==> config.mk <==
export PLATFORM = sky130hd
export DESIGN_NAME = pipeline_control_flat
export DESIGN_NICKNAME = d
export VERILOG_FILES = /design/src/rtl/cpu_types_pkg.sv /design/src/rtl/pipeline_control_if.sv /design/src/rtl/sat_counter.sv /design/src/rtl/pipeline_control.sv /design/src/flat_wrapper.sv
export SDC_FILE = /design/constraint.sdc
export NUM_CORES = 1
export LEC_CHECK = 0
export CAP_MARGIN = 20
export CORE_MARGIN = 1
export CORE_UTILIZATION = 41
export CTS_CLUSTER_DIAMETER = 40
export CTS_CLUSTER_SIZE = 30
export DETAILED_ROUTE_END_ITERATION = 7
export GPL_ROUTABILITY_DRIVEN = 0
export PLACE_DENSITY = 0.72
export SLEW_MARGIN = 25
export SYNTH_ARGS = -nofsm -noshare
export SYNTH_HDL_FRONTEND = slang
export SYNTH_SLANG_ARGS = --single-unit
==> constraint.sdc <==
create_clock -name CLK -period 3.08 [get_ports CLK]
set_input_delay 0.616 -clock CLK [delete_from_list [all_inputs] [get_ports CLK]]
set_output_delay 0.616 -clock CLK [all_outputs]
set_load 0.02 [all_outputs]
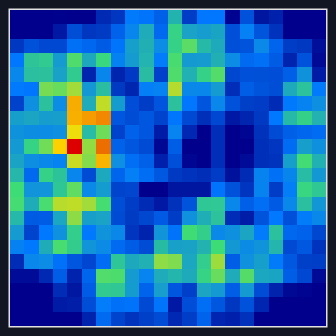
Fig. 1. Signal metal coverage by tile (run 1).
22 x 22 tiles, from dark blue (low) to red (high), scaled to the fullest tile. Values are wire area over tile area, all layers added.
densest ninth of the die: west
tiles over half the peak: 9.1%
nearly empty tiles: 11%
fullest tile: 0.62
mean over tiles: 0.15
WL per Instance: 16.3 µm
GRT Overall Usage: 20.0%
Routed WL: 12.0 mm
via count: 3991

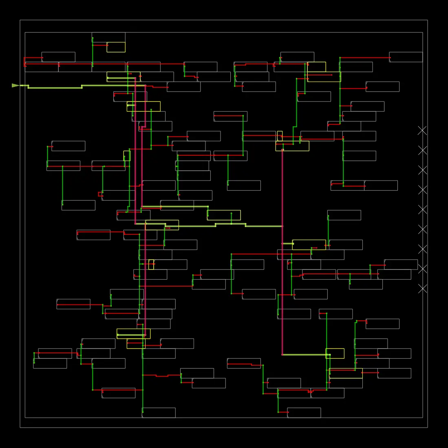
Fig. 2. Clock routing (run 1).
clk_lat worst skew: 0.34 ns
FFs & Latches: 99
# clock sinks: 99
P_clk: 1090 µW
Inserted Clock Buffers: 9

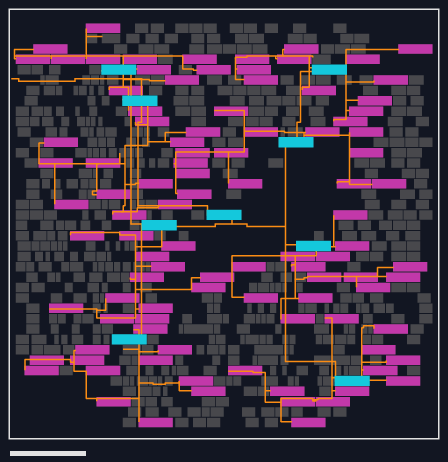
Fig. 3. Clock network drawn from the DEF (run 1).
Scale bar: 20 µm.
legend:
  magenta:
    item: flip-flops
    count: 99
  orange:
    item: clock wires
    length: 1190 µm
  cyan:
    item: clock drivers
    count: 9
routed clock nets: 10
clock power share: 42.2%
skew final: 0.00403 ns

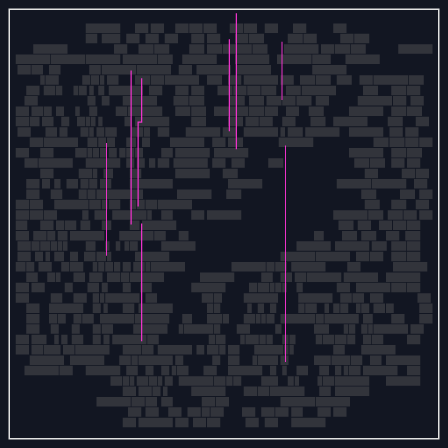
Fig. 4. Met4 routing (run 1).
share of all routed wire: 2.2%
wire length on this layer: 265 µm
longest straight run: 56.4 µm
nets with wire on the layer: 6

==> results_slide.txt, run 1 <==
Flow Results at a Glance

Outcome
  • Status: complete, but fails checks
  • Failing checks: DRC

Floorplanning
  • Top Ports: 147
  • Fp_density: 42.9%
  • Row count: 39
  • Die width: 112 µm
  • Area of the core: 11600 µm²
  • Die Y-Extent: 112 µm
  • N_taps: 143
  • DIE AREA: 12600 µm²

Power
  • Lkg Pwr: 0.00304 µW
  • Combinational cell power: 192 µW
  • Internal power: 2040 µW
  • Comb pwr share: 7.4%
  • PnR Total Power: 2590 µW
  • Sw frac: 21.1%
  • Sw Pwr: 547 µW
  • Power per cell area: 374 nW/µm²
  • Power of the sequential group: 1300 µW
  • Sequential Power Share: 50.3%
  • Largest power group: registers
  • IR drop worst, VDD: 0.287 mV

Clocking
  • Post-CTS Hold Fix Bufs: 0
  • H-tree depth: 3
  • Clk pin slew, worst setup/hold paths: 0.07 ns
  • Post-CTS setup buffer count: 0
  • CTS tree: yes
  • Gates resized, CTS repair: 2
  • CTS Buffer Depth: 2
  • Clock root cell: clkbuf_16

Detailed routing
  • Detailed Route Iter0 Violations: 172
  • Top sig layer: met4
  • Vias per inst: 5.42
  • Detailed Routing Iterations Pass 1: 7
  • Antenna viol nets, final: 0
  • Met2 Wirelength: 5.57 mm
  • Post-Route M1 WL: 5.43 mm
  • Metal3 WL: 752 µm
  • DR DRC count: 9

Synthesis
  • Synthesized area: 4980 µm²
  • Distinct lib cells: 44
  • Post-synth top cells: 99 x dfrtp_1, 65 x mux2_2, 38 x xnor2_1
  • Synth Area in XOR/XNOR: 10.2%
  • Adder share: 0.503%
  • Register share after synthesis: 49.7%
  • Post-synth area hogs: dfrtp_1 50%, mux2_2 15%, xnor2_1 6.7%
  • Simple-gate area share of the yosys netlist: 20.5%
  • Synthesized flop and latch total: 99
  • EDFF count, synth: 0
  • Post-synth ARST share: 100%
  • Post-Synthesis Cells: 435
  • Dominant cell type by area after synthesis: dfrtp_1
  • Cell count listed in synth_stat.txt: 435
  • Yosys warning count: 0
  • Post-synthesis compound-gate area fraction: 1.93%
  • Commonest flop: dfrtp_1
  • Top-area cell share: 49.7%
  • Yosys chip area: 4980 µm²
  • Synth top cell by count: dfrtp_1
  • Top non-seq family: simple AND/OR/NAND/NOR gates
  • Mapped Nets: 479
  • Mux frac, synth: 15.0%
  • Synth Area per Inst: 11.4 µm²

Final layout
  • Seq area share: 35.8%
  • ClkCell Share: 4.23%
  • Layout non-clock buf frac: 22.3%
  • Antenna fix cells: 0
  • # fillers: 991
  • Signal inverters: 7
  • NumNets Final: 632
  • Logic area: 2400 µm²
  • Logic Gate Count: 313
  • Non-Filler Instances: 736
  • Top cells excl fill/tap: 143 x clkdlybuf4s50_1, 99 x dfrtp_1, 65 x mux2_2
  • Fin util: 59.6%
  • Comb/total area: 34.7%
  • Layout cells sized above 1: 17.5%
  • FF+latch area: 2480 µm²
  • Top cell excl fill/tap: clkdlybuf4s50_1
  • Area Overhead vs Synth: 39.0%
  • Bufs w/o clock: 158
  • Design area: 6920 µm²
  • Dominant class by area: registers
  • Number of clock buffers in the layout: 15

Global routing
  • Met2 Track Usage GR: 30.7%
  • GR Layer Usage met3: 4.32%
  • GR Util met1: 27.3%
  • Gr ovfl total: 0
  • Via count of the first global-routing pass: 4029
  • Largest net degree at the start of global routing: 61
  • First-pass GRT wire length: 20.1 mm
  • Grt peak-use layer: met2
  • Initial antenna violation count: 0

Worst setup path
  • Worst path bufs/invs: 3
  • Reg2Reg Setup Slack: 0.95 ns
  • Worst path max stage delay: 0.60 ns
  • Cell Chain, Critical Path: clkdlybuf4s50_1, or2_2, a21oi_1, buf_4, and3_1, clkdlybuf4s50_1
  • Most frequent CP cell: clkdlybuf4s50_1
  • Critical Path Fanout Max: 2
  • Crit. End Element: output port
  • Worst EP required: 2.46 ns
  • CP Launch Type: primary input
  • Crit Path Class: in -> out
  • Worst Path Arrival: 2.37 ns
  • CP max stage cell: clkdlybuf4s50_1
  • Levels on crit path: 6
  • Worst reg2reg path depth: 5
  • Largest delay share family, worst path: buffers and inverters

Placement
  • PortBufs: 146
  • Cells after DPL: 720
  • Placed cell area: 6630 µm²
  • Pre-CTS worst setup slack: -0.00939 ns
  • HPWL after DPL: 8.63 mm

Job
  • Tool warnings: 26
  • Max-cap viol count: 0

STA
  • Highest Clock Rate: 335 MHz
  • Count of final setup violators: 0
  • Slew HR: 50.7%
  • Hold slack: 0.373 ns
  • Period Utilization, post-route: 96.8%
  • Tightest Pin Transition: 0.740 ns
  • Slew Viols, Final: 0
  • Fin crit period: 2.98 ns
  • Hold Violations, Final: 0
  • Final setup TNS: 0 ns
  • Setup ws final: 0.0985 ns
  • RSZ-0062 raised after global routing: false

Worst hold path
  • Worst min-delay path class: in -> async
## Run 2: what changed since run 1
--- a/config.mk
+++ b/config.mk
@@ -12,8 +12,9 @@
 export CTS_CLUSTER_SIZE = 30
 export DETAILED_ROUTE_END_ITERATION = 7
 export GPL_ROUTABILITY_DRIVEN = 0
-export PLACE_DENSITY = 0.72
+export PLACE_DENSITY = 0.71
 export SLEW_MARGIN = 25
 export SYNTH_ARGS = -nofsm -noshare
 export SYNTH_HDL_FRONTEND = slang
+export SYNTH_HIERARCHICAL = 1
 export SYNTH_SLANG_ARGS = --single-unit
==> results_slide.txt, run 2 <==
Flow Results at a Glance

Power
  • Comb pwr share: 26.8% (+19 points)
  • Power per cell area: 566 nW/µm² (+51%)
  • Largest power group: registers
  • Sequential Power Share: 43.6% (-6.7 points)
  • Sw frac: 27.9% (+6.8 points)
  • IR drop worst, VDD: 0.277 mV (-3.5%)
  • Internal power: 2940 µW (+44%)
  • Lkg Pwr: 0.00302 µW (-0.52%)
  • PnR Total Power: 4080 µW (+58%)

Job
  • Max-cap viol count: 0 (unchanged)
  • Tool warnings: 26 (unchanged)

Floorplanning
  • Row count: 40 (+2.6%)
  • Top Ports: 147 (unchanged)
  • N_taps: 168 (+17%)
  • Die Y-Extent: 114 µm (+1.7%)

Worst setup path
  • Worst EP required: 2.46 ns (about the same)
  • Worst path bufs/invs: 3 (unchanged)
  • Cell Chain, Critical Path: clkdlybuf4s50_1, nor2_1, o311ai_0, buf_4, nor2_1, clkdlybuf4s50_1
  • Worst Path Arrival: 2.34 ns (-0.03 ns)
  • CP Launch Type: primary input
  • CP max stage cell: clkdlybuf4s50_1
  • Reg2Reg Setup Slack: 0.63 ns (-0.32 ns)

Detailed routing
  • Vias per inst: 5.23 (-3.5%)
  • WL per Instance: 16.1 µm (-1.1%)
  • Antenna viol nets, final: 0 (unchanged)
  • Detailed Routing Iterations Pass 1: 5 (-2)
  • Detailed Route Iter0 Violations: 195 (+13%)
  • Met2 Wirelength: 5.74 mm (+3.1%)
  • Post-Route M1 WL: 5.54 mm (+2.1%)
  • Metal3 WL: 856 µm (+14%)

Clocking
  • Clock root cell: clkbuf_16
  • Post-CTS Hold Fix Bufs: 0 (unchanged)
  • # clock sinks: 99 (unchanged)
  • Clk_lat worst skew: 0.35 ns (about the same)

Outcome
  • Status: complete, no violations

Synthesis
  • Register share after synthesis: 48.1% (-1.7 points)
  • Simple-gate area share of the yosys netlist: 19.3% (-1.2 points)
  • Commonest flop: dfrtp_1
  • Post-synthesis compound-gate area fraction: 3.03% (+1.1 points)
  • Mux frac, synth: 17.0% (+2.0 points)
  • Synth top cell by count: dfrtp_1
  • Post-synth ARST share: 100% (unchanged)
  • Cell count listed in synth_stat.txt: 433 (-0.46%)
  • Yosys warning count: 6 (+6)
  • Post-Synthesis Cells: 433 (-0.46%)
  • Top-area cell share: 48.1% (-1.7 points)
  • Distinct lib cells: 40 (-9.1%)
  • Synth Area per Inst: 11.9 µm² (+4.0%)

Final layout
  • Fin util: 59.6% (about the same)
  • Dominant class by area: multi-input combinational cells
  • Non-Filler Instances: 768 (+4.3%)
  • Design area: 7210 µm² (+4.2%)
  • # fillers: 1030 (+3.9%)
  • Area Overhead vs Synth: 40.0%
  • Seq area share: 34.3% (-1.5 points)
  • Number of clock buffers in the layout: 9 (-6)
  • FFs & Latches: 99 (unchanged)
  • NumNets Final: 639 (+1.1%)

Worst hold path
  • Worst min-delay path class: in -> async

STA
  • Period Utilization, post-route: 96.0% (-0.78 points)
  • RSZ-0062 raised after global routing: false
  • Highest Clock Rate: 338 MHz (+0.81%)
  • Slew Viols, Final: 0 (unchanged)
  • Setup ws final: 0.122 ns (+0.0239 ns)
  • Final setup TNS: 0 ns (unchanged)

Global routing
  • Initial antenna violation count: 0 (unchanged)
  • Met2 Track Usage GR: 31.3% (+0.59 points)
  • GRT Overall Usage: 19.9% (about the same)
  • Grt peak-use layer: met2
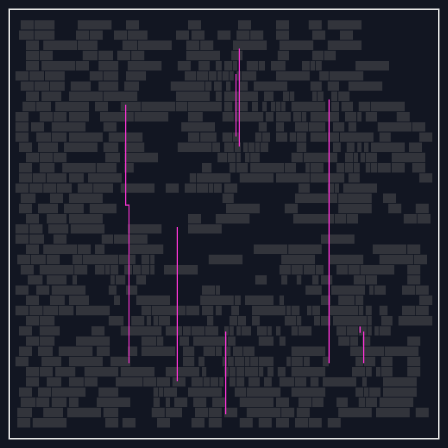
Fig. 5. Met4 routing (run 2).
wire length on this layer: 254 µm
share of all routed wire: 2.1%
main direction: vertical
longest straight run: 70.0 µm
Routed WL: 12.4 mm
via count: 4019

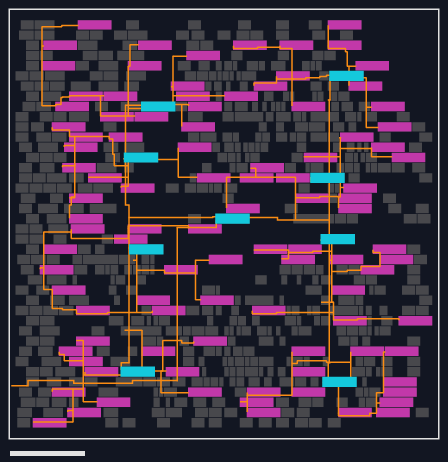
Fig. 6. Clock network drawn from the DEF (run 2).
Scale bar: 20 µm.
legend:
  cyan:
    item: clock drivers
    count: 9
  magenta:
    item: flip-flops
    count: 99
  orange:
    item: clock wires
    length: 1260 µm
routed clock nets: 10
P_clk: 1200 µW
clock power share: 29.5%

No activity file was given, so power comes from the tool's default toggle rates.
